===== config.mk =====
export PLATFORM = sky130hd
export DESIGN_NAME = univ_reg_nbit
export DESIGN_NICKNAME = d
export VERILOG_FILES = /design/src/rtl/univ_reg_nbit.sv
export SDC_FILE = /design/constraint.sdc
export NUM_CORES = 1
export LEC_CHECK = 0
export ABC_AREA = 0
export CELL_PAD_IN_SITES_DETAIL_PLACEMENT = 1
export CELL_PAD_IN_SITES_GLOBAL_PLACEMENT = 2
export CORE_ASPECT_RATIO = 1.1
export CORE_MARGIN = 2
export CORE_UTILIZATION = 27
export DETAILED_ROUTE_END_ITERATION = 8
export MAX_ROUTING_LAYER = met4
export PLACE_DENSITY = 0.8
export SYNTH_ARGS = -nofsm -noshare
export SYNTH_HDL_FRONTEND = slang
export SYNTH_SLANG_ARGS = --single-unit

===== constraint.sdc =====
create_clock -name clk -period 2.7 [get_ports clk]
set_input_delay 0.27 -clock clk [delete_from_list [all_inputs] [get_ports clk]]
set_output_delay 0.27 -clock clk [all_outputs]
set_load 0.05 [all_outputs]

===== src/rtl/univ_reg_nbit.sv =====
// N-bit universal register: parallel load, shift/rotate both ways, modular inc/dec,
// synchronous set/clear, and a saturating shift counter with a drained flag.
module univ_reg_nbit #(
  parameter int unsigned          WIDTH   = 8,
  parameter logic [WIDTH-1:0]     SET_VAL = {WIDTH{1'b1}},
  parameter logic [WIDTH-1:0]     RST_VAL = {WIDTH{1'b0}},
  localparam int unsigned         CW      = $clog2(WIDTH + 1)
) (
  input  logic             clk,
  input  logic             clr_n,
  input  logic             en,
  input  logic             sclr,
  input  logic             sset,
  input  logic [2:0]       mode,
  input  logic [WIDTH-1:0] par_in,
  input  logic             ser_in_r,
  input  logic             ser_in_l,
  output logic [WIDTH-1:0] q,
  output logic             ser_out_l,
  output logic             ser_out_r,
  output logic [CW-1:0]    shift_cnt,
  output logic             drained
);

  typedef enum logic [2:0] {
    ModeHold = 3'b000,
    ModeLoad = 3'b001,
    ModeShl  = 3'b010,
    ModeShr  = 3'b011,
    ModeRol  = 3'b100,
    ModeRor  = 3'b101,
    ModeInc  = 3'b110,
    ModeDec  = 3'b111
  } mode_e;

  localparam logic [CW-1:0] CntMax = CW'(WIDTH);

  logic [WIDTH-1:0] r_q, w_q_d;
  logic [CW-1:0]    r_cnt, w_cnt_d;
  logic             r_drained, w_drained_d;
  logic             w_shift;
  mode_e            w_mode;

  assign w_mode = mode_e'(mode);

  // Shifts are written with << / >> so that WIDTH=1 needs no special-case slicing.
  always_comb begin
    w_q_d   = r_q;
    w_cnt_d = r_cnt;
    w_shift = 1'b0;
    if (sclr) begin
      w_q_d   = RST_VAL;
      w_cnt_d = '0;
    end else if (sset) begin
      w_q_d   = SET_VAL;
      w_cnt_d = '0;
    end else if (en) begin
      unique case (w_mode)
        ModeHold: w_q_d = r_q;
        ModeLoad: begin
          w_q_d   = par_in;
          w_cnt_d = '0;
        end
        ModeShl: begin
          w_q_d   = (r_q << 1) | WIDTH'(ser_in_r);
          w_shift = 1'b1;
        end
        ModeShr: begin
          w_q_d   = (r_q >> 1) | (WIDTH'(ser_in_l) << (WIDTH - 1));
          w_shift = 1'b1;
        end
        ModeRol: begin
          w_q_d   = (r_q << 1) | (r_q >> (WIDTH - 1));
          w_shift = 1'b1;
        end
        ModeRor: begin
          w_q_d   = (r_q >> 1) | (r_q << (WIDTH - 1));
          w_shift = 1'b1;
        end
        ModeInc: w_q_d = r_q + WIDTH'(1);
        ModeDec: w_q_d = r_q - WIDTH'(1);
        default: w_q_d = r_q;
      endcase
    end
    if (w_shift && (r_cnt < CntMax)) begin
      w_cnt_d = r_cnt + CW'(1);
    end
    w_drained_d = (w_cnt_d == CntMax);
  end

  always_ff @(posedge clk or negedge clr_n) begin
    if (!clr_n) begin
      r_q       <= RST_VAL;
      r_cnt     <= '0;
      r_drained <= 1'b0;
    end else begin
      r_q       <= w_q_d;
      r_cnt     <= w_cnt_d;
      r_drained <= w_drained_d;
    end
  end

  assign q         = r_q;
  assign ser_out_l = r_q[WIDTH-1];
  assign ser_out_r = r_q[0];
  assign shift_cnt = r_cnt;
  assign drained   = r_drained;

endmodule


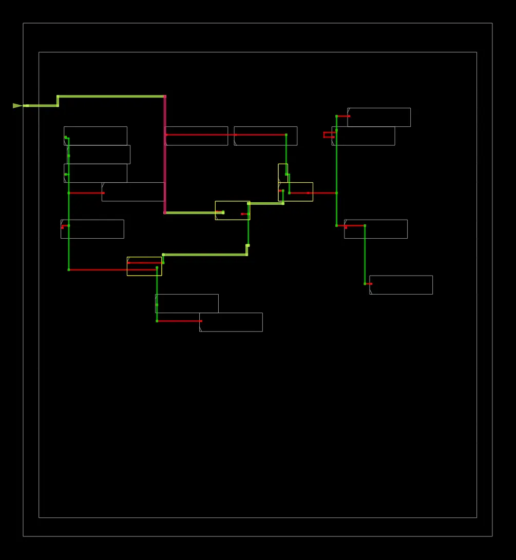
(images/clock_nets.png)
CTS buffer count: 3
CTS Sinks: 13

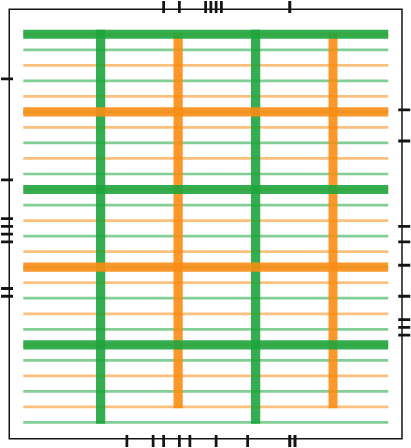
(images/floorplan.png)
Pins as bars on the die edge.
Key: green = VSS; orange = VDD
4 straps on met4. 5 straps on met5.
Die Wd: 68.5 um
CORE AREA: 4350 um^2
Die Y: 75.0 um
Max rail drop VDD: 0.191 mV

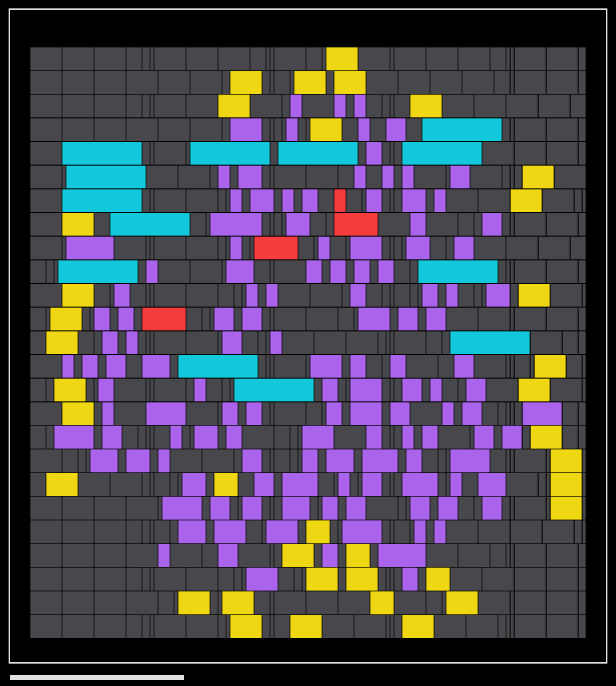
(images/class_map.png)
Bar = 20 um. Fill, decap, tap and diode cells in grey.
Key: red = clock drivers and dummy loads [cells 4, share of their area 2.9%]; purple = remaining logic cells [cells 129, share of their area 53%]; cyan = registers [cells 13, share of their area 21%]; yellow = remaining buffers and delay cells [cells 37, share of their area 23%]
number of core rows: 25
final instance area: 1630 um^2
Finished Core Util: 37.5%

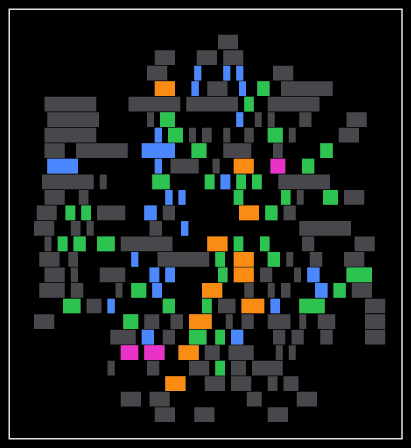
(images/gates.png)
Key: green = aoi and oai cells [cells 37]; orange = mux cells [cells 11]; magenta = non-inverting ao/oa cells [cells 3]; blue = nor cells [cells 25]
most common cell after layout, fill and taps aside: clkdlybuf4s50_1
Comb/total area: 49.8%

-- layout make-up --
class / count / area, um^2
fill: 520 / 2720
multi-input combinational: 123 / 811
timing repair buffer: 37 / 358
sequential: 13 / 325
tap: 54 / 67.6
clock buffer: 4 / 45.0
inverter: 6 / 22.5
-- flip-flops by register name (all words and copies together), names as in the netlist --
signal	cells
shift_cnt	4
drained	1
q	8
-- worst min-delay path by stage --
stage,from,endpoint,slack (ns),depth (start not counted)
2_1_floorplan,clr_n,drained,-0.03,0
3_3_place_gp,shift_cnt[3],shift_cnt[3],0.56,2
3_5_place_dp,shift_cnt[2],shift_cnt[3],0.57,2
4_1_cts,clr_n,q[4],0.43,1
5_1_grt,clr_n,q[1],0.46,1
6_report,clr_n,q[4],0.41,1
-- through the flow --
stage	util (%)	power [mW]	setup WS, ns
after floorplan	-	0.415	0.442
after global placement	36.4	0.499	0.289
after detailed placement	36.4	0.505	0.224
after CTS	37.5	0.682	0.479
after global routing	37.5	0.712	0.360
final	37.5	0.673	0.483
-- where the power goes --
part           switching, mW  internal (mW)
combinational          0.150          0.107
sequential            0.0343          0.208
clock                 0.0690          0.104
-- routing by layer --
layer	track usage, %	vias up	share of wire, %
li1	-	624	-
met1	18.9	641	39
met2	31.7	32	56
met3	3.59	4	3.8
met4	4.44	0	0.74
met5	-	-	0
-- placed cells by master, fill, tap and decap left out, types with 2 or more instances in the layout --
cell,instances
inv_1,6
clkbuf_8,3
dfrtp_1,13
a21oi_1,3
o21ai_1,2
mux2_2,2
mux2i_1,9
o221ai_1,2
nor2b_1,3
or3_1,4
nand4_1,2
o211ai_1,4
nor2_1,13
buf_4,5
clkdlybuf4s50_1,32
o21ai_0,11
a31oi_1,4
o22ai_1,4
nor4_1,2
and3_1,2
nand2_1,14
nand2b_1,5
nor3_1,5
ha_1,4
nand3_1,9
a211oi_1,2
-- cell families (layout without fill, tap and decap cells) --
group	count (synthesis)	after routing	synth area share (%)
flip-flops	13	13	26.3
AND/OR/NAND/NOR	67	67	30.0
adder cells (fa/ha/maj)	4	4	4.05
XOR/XNOR	1	1	0.709
AND-OR/OR-AND	40	40	21.8
buffers and inverters	17	47	8.10
multiplexers	11	11	9.11
-- synth_stat cells (all sizes together) --
| cell | number |
|---|---|
| nand2 | 14 |
| dfrtp | 13 |
| nor2 | 13 |
| o21ai | 13 |
| buf | 11 |
| mux2i | 9 |
| nand3 | 9 |
| inv | 6 |
| nor3 | 6 |
| nand2b | 5 |
| o211ai | 5 |
| or3 | 5 |
| a31oi | 4 |
| ha | 4 |
| o22ai | 4 |
| a211oi | 3 |
| a21oi | 3 |
| nor2b | 3 |
| and3 | 2 |
| mux2 | 2 |
| nand4 | 2 |
| nor4 | 2 |
| o221ai | 2 |
| or2 | 2 |
| a21o | 1 |
| a2bb2oi | 1 |
| a311oi | 1 |
| nand3b | 1 |
| nand4b | 1 |
| nor4b | 1 |
| o311a | 1 |
| o31a | 1 |
| o31ai | 1 |
| or2b | 1 |
| xnor2 | 1 |
==> metrics.cfg <==
[status]
status=completed

[worst_setup_path]
cp_max_fo=4
endpoint=q[6]
critPathMaxStageDelay_ns=0.53
timing.critical_path.mode_cell=nand2_1
critical_path_class=input pin to flop
worst-r2r-cell-count=9
startpoint=mode[0]
critPathCaptureType=flop
critical_path_arrival_ns=2.35
reg2reg_to=q[6]
cp.depth=10
rr_startpoint=q[1]
cp_cell_sequence=clkdlybuf4s50_1 -> nand3_1 -> nand2_1 -> nand2_1 -> ha_1 -> or3_4 -> nor4_1 -> o21ai_0 -> a31oi_1 -> o21ai_1
r2r_slack_ns=0.68
crit_required_ns=2.83
worst-path-buf-inv=1
crit_path_top_delay_cell=clkdlybuf4s50_1

[logic_synthesis]
ys.flops=13
syn_inst=153
topCellsByArea=dfrtp_1 26%, mux2i_1 7.3%, o21ai_0 4.5%, nand2_1 4.3%, ha_1 4.0%
synth_cell_types=43
ys_chip_area_um2=1240
ys_cells=153
yosysSeqAreaShare_pct=26.3
ys.warnings.count=0
syn_area_um2=1240
syn_nets=175
yosysTopAreaCellShare_pct=26.3
synth.avg_cell_area_um2=8.08
top_area_cell=dfrtp_1

[clock_tree]
cts_setup_buffers=0
clock_latency_ns=0.24
root_buffer=clkbuf_8
cts_buffer_depth=2
cts_tree=yes
clk_pin_slew_worst_paths_ns=0.06
htreeDepth=1

[placed_design]
gp_congestion=0.910
postPlaceCellArea_um2=1580
place_hpwl_mm=3.15
placed_cells=233

[drt]
viasPerCell=5.49
wl_mm=3.95
drtAntennaViolNets=0
drc=0
routedWlPerCell_um=16.6
first_iter_violations=62
firstDrtPassIters=4

[sta]
setup_violations=0
rsz0062_at_grt=false
worst_pin_slew_ns=0.618
fin_crit_sh_pct=82.1
hold_viol_final=0
setup_tns_ns=0
timing.fmax_mhz=451
hold-worst-slack_ns=0.413
finClkSkew_ns=0.00484
relSlewSlack_pct=58.7
finalCriticalPeriod_ns=2.22

[global_routing]
grt_overflow=0
grt_max_degree=16
grt_pass1_wl_mm=6.41
grt_pass1_vias=1361
grtUsageTotal_pct=17.4
antenna_found_initial=0

[power_and_ir_drop]
leakagePower_nw=0.637

[cells_and_area]
fin_cells=237
area_growth_pct=31.8
drive_gt1_share_pct=9.84

[die]
num_io_pins=33
chip_area_um2=5140
fp_util_pct=28.4

[worst_hold_path]
hp-class=input pin to asynchronous set/reset pin

[flow_run]
drv_cap=0
warnings=27

No activity file was given, so power comes from the tool's default toggle rates.
